### Gate-type map

The bar under the picture is 20 µm long.
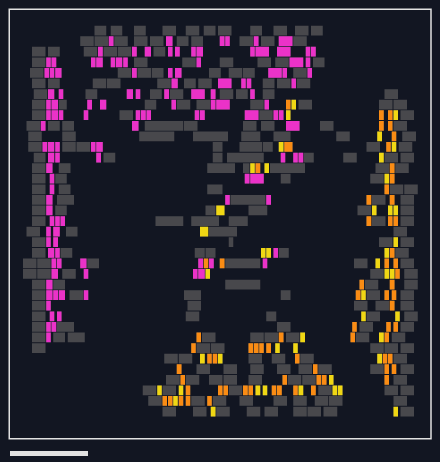
### Routed clock nets over the placement

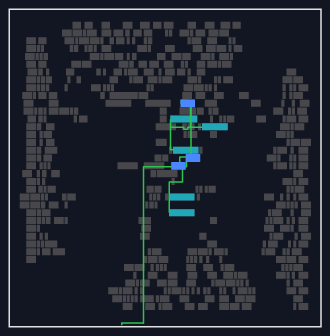
### src/rtl/dmem_arb_pkg.sv
// Shared types and the byte-address to word-index helper for the data-memory arbiter.
package dmem_arb_pkg;

  typedef enum logic [1:0] {
    OWN_NONE = 2'd0,
    OWN_CPU  = 2'd1,
    OWN_DBG  = 2'd2
  } owner_t;

  typedef enum logic [0:0] {
    ARB    = 1'b0,
    LOCKED = 1'b1
  } arb_state_t;

  // Word index = byte address / 4, wrapped to the memory depth.
  function automatic logic [31:0] addr_to_idx(input logic [31:0] addr, input int unsigned idx_w);
    logic [31:0] w_mask;
    w_mask = (32'd1 << idx_w) - 32'd1;
    return (addr >> 2) & w_mask;
  endfunction

endpackage

### src/rtl/rr_arbiter2.sv
// Two-requester round-robin (CPU vs debug) with a registered last owner.
// The inhibit input blocks the CPU side while the debug port holds the lock.
module rr_arbiter2
  import dmem_arb_pkg::*;
(
  input  logic clk,
  input  logic rst_n,
  input  logic i_req_cpu,
  input  logic i_req_dbg,
  input  logic i_inhibit_cpu,
  output logic o_gnt_cpu,
  output logic o_gnt_dbg
);

  owner_t r_last_owner;
  logic   w_gnt_cpu;
  logic   w_gnt_dbg;

  // CPU wins a tie only when it was not the previous owner.
  always_comb begin
    w_gnt_cpu = i_req_cpu & ~i_inhibit_cpu & (~i_req_dbg | (r_last_owner != OWN_CPU));
    w_gnt_dbg = i_req_dbg & ~w_gnt_cpu;
  end

  // Remember who was granted last.
  always_ff @(posedge clk or negedge rst_n) begin
    if (!rst_n) begin
      r_last_owner <= OWN_DBG;
    end else if (w_gnt_cpu) begin
      r_last_owner <= OWN_CPU;
    end else if (w_gnt_dbg) begin
      r_last_owner <= OWN_DBG;
    end else begin
      r_last_owner <= r_last_owner;
    end
  end

  assign o_gnt_cpu = w_gnt_cpu;
  assign o_gnt_dbg = w_gnt_dbg;

endmodule

### src/rtl/dmem_arbiter.sv
// Shares the single-port data memory between the CPU load/store path and the debug/loader port.
// Optional DMEM_ARB_ALIGN_CHECK_EN adds registered cpu_misalign/dbg_misalign flags.
module dmem_arbiter
  import dmem_arb_pkg::*;
#(
  parameter  int DATA_W   = 32,
  parameter  int ADDR_W   = 32,
  parameter  int MEM_ROWS = 32,
  localparam int IDX_W    = $clog2(MEM_ROWS)
) (
  input  logic              clk,
  input  logic              rst_n,
  input  logic              cpu_req,
  input  logic              cpu_we,
  input  logic [ADDR_W-1:0] cpu_addr,
  input  logic [DATA_W-1:0] cpu_wdata,
  output logic              cpu_gnt,
  output logic              cpu_stall,
  output logic              cpu_rvalid,
  output logic [DATA_W-1:0] cpu_rdata,
  input  logic              dbg_req,
  input  logic              dbg_we,
  input  logic [ADDR_W-1:0] dbg_addr,
  input  logic [DATA_W-1:0] dbg_wdata,
  input  logic              dbg_lock,
  output logic              dbg_gnt,
  output logic              dbg_rvalid,
  output logic [DATA_W-1:0] dbg_rdata,
  output logic              mem_en,
  output logic              mem_we,
  output logic [IDX_W-1:0]  mem_idx,
  output logic [DATA_W-1:0] mem_wdata,
  input  logic [DATA_W-1:0] mem_rdata
`ifdef DMEM_ARB_ALIGN_CHECK_EN
  ,
  output logic              cpu_misalign,
  output logic              dbg_misalign
`endif
);

  arb_state_t       r_state;
  owner_t           r_rd_owner;
  logic             w_inhibit;
  logic             w_cpu_gnt;
  logic             w_dbg_gnt;
  logic [IDX_W-1:0] w_cpu_idx;
  logic [IDX_W-1:0] w_dbg_idx;

  // Lock only bites while held; the release cycle is arbitrated normally.
  assign w_inhibit = (r_state == LOCKED) & dbg_lock;

  rr_arbiter2 u_rr (
    .clk           (clk),
    .rst_n         (rst_n),
    .i_req_cpu     (cpu_req),
    .i_req_dbg     (dbg_req),
    .i_inhibit_cpu (w_inhibit),
    .o_gnt_cpu     (w_cpu_gnt),
    .o_gnt_dbg     (w_dbg_gnt)
  );

  assign cpu_gnt   = w_cpu_gnt;
  assign dbg_gnt   = w_dbg_gnt;
  assign cpu_stall = cpu_req & ~w_cpu_gnt;
  assign w_cpu_idx = IDX_W'(addr_to_idx(32'(cpu_addr), IDX_W));
  assign w_dbg_idx = IDX_W'(addr_to_idx(32'(dbg_addr), IDX_W));

  // Memory strobe mux from the granted port; idle cycles drive all zeros.
  always_comb begin
    mem_en    = 1'b0;
    mem_we    = 1'b0;
    mem_idx   = {IDX_W{1'b0}};
    mem_wdata = {DATA_W{1'b0}};
    if (w_cpu_gnt) begin
      mem_en    = 1'b1;
      mem_we    = cpu_we;
      mem_idx   = w_cpu_idx;
      mem_wdata = cpu_wdata;
    end else if (w_dbg_gnt) begin
      mem_en    = 1'b1;
      mem_we    = dbg_we;
      mem_idx   = w_dbg_idx;
      mem_wdata = dbg_wdata;
    end else begin
      mem_en    = 1'b0;
      mem_we    = 1'b0;
      mem_idx   = {IDX_W{1'b0}};
      mem_wdata = {DATA_W{1'b0}};
    end
  end

  // Lock FSM: enter on a locked debug grant, leave as soon as the lock drops.
  always_ff @(posedge clk or negedge rst_n) begin
    if (!rst_n) begin
      r_state <= ARB;
    end else begin
      case (r_state)
        ARB:     r_state <= (w_dbg_gnt & dbg_lock) ? LOCKED : ARB;
        LOCKED:  r_state <= dbg_lock ? LOCKED : ARB;
        default: r_state <= ARB;
      endcase
    end
  end

  // Tracks which port the memory read data returning next cycle belongs to.
  always_ff @(posedge clk or negedge rst_n) begin
    if (!rst_n) begin
      r_rd_owner <= OWN_NONE;
    end else if (w_cpu_gnt & ~cpu_we) begin
      r_rd_owner <= OWN_CPU;
    end else if (w_dbg_gnt & ~dbg_we) begin
      r_rd_owner <= OWN_DBG;
    end else begin
      r_rd_owner <= OWN_NONE;
    end
  end

  // Read return steering; the non-owning port sees zero data.
  always_comb begin
    cpu_rvalid = (r_rd_owner == OWN_CPU);
    dbg_rvalid = (r_rd_owner == OWN_DBG);
    if (cpu_rvalid) begin
      cpu_rdata = mem_rdata;
    end else begin
      cpu_rdata = {DATA_W{1'b0}};
    end
    if (dbg_rvalid) begin
      dbg_rdata = mem_rdata;
    end else begin
      dbg_rdata = {DATA_W{1'b0}};
    end
  end

`ifdef DMEM_ARB_ALIGN_CHECK_EN
  // One-cycle flag after a granted access whose byte offset is non-zero.
  always_ff @(posedge clk or negedge rst_n) begin
    if (!rst_n) begin
      cpu_misalign <= 1'b0;
      dbg_misalign <= 1'b0;
    end else begin
      cpu_misalign <= w_cpu_gnt & (cpu_addr[1:0] != 2'b00);
      dbg_misalign <= w_dbg_gnt & (dbg_addr[1:0] != 2'b00);
    end
  end
`endif

endmodule

### config.mk
export PLATFORM = sky130hd
export DESIGN_NAME = dmem_arbiter
export DESIGN_NICKNAME = d
export VERILOG_FILES = /design/src/rtl/dmem_arb_pkg.sv /design/src/rtl/rr_arbiter2.sv /design/src/rtl/dmem_arbiter.sv
export SDC_FILE = /design/constraint.sdc
export NUM_CORES = 1
export LEC_CHECK = 0
export ABC_AREA = 1
export CAP_MARGIN = 20
export CORE_AREA = 3 3 105 107
export DETAILED_ROUTE_END_ITERATION = 8
export DIE_AREA = 0 0 108 110
export SLEW_MARGIN = 20
export SYNTH_ARGS = -nofsm -noshare
export SYNTH_HDL_FRONTEND = slang
export SYNTH_HIERARCHICAL = 1
export SYNTH_SLANG_ARGS = --single-unit
### constraint.sdc
create_clock -name clk -period 3 [get_ports clk]
set_input_delay 0.6 -clock clk [delete_from_list [all_inputs] [get_ports clk]]
set_output_delay 0.6 -clock clk [all_outputs]
set_load 0.01 [all_outputs]
==> out/results.ini <==
[setup_path]
crit_required_ps=2400
cp.depth=10

[synthesis]
syn_inst=264
postSynth.asyncResetShare=1.00
fp_nets=431
compound_area_frac=0.00792

[sta]
hold_slack_ps=506
finClkSkew_ps=3.46
worstMarginPinSlew_ps=333

[grt]
gr-max-usage-layer=met2
grt_util_met1=0.106
grt_max_degree=34

[power]
total_power_mw=0.800
p_comb_mw=0.595
ir_worst_vdd_mv=0.105
seq_cell_power_mw=0.0790
comb_power_share=0.743
p_leak_nw=1.95

[route]
highest_layer=met4
wl_per_cell_um=11.8

[clock_tree]
cts_tree=yes
cts_hold_buf=0
clock-sinks=5

[floorplan]
core_area_um2=10200
tapCellCount=136
die_height_um=110
pin_count=275

[job]
warnings=82

[final_layout]
fin_area_um2=3790
regArea_um2=126
clock_cell_area_share=0.0119

[place]
gp_congestion=0.728
place_area_um2=3670

[run_status]
run_status=completed

## Picture notes: 'Gate-type map'
color	family	cells
magenta	NAND gates	124
yellow	inverters	44
orange	NOR gates	69

## Picture notes: 'Routed clock nets over the placement'
[blue] cells driving clock nets | count: 3
[green] clock wires | length: 170 µm
[cyan] flip-flops | count: 5
routed clock nets	4
clock power share: 0.158
Clock Latency Late Sink: 220 ps

Power figures rest on the tool's default switching activity, not on a simulated workload.
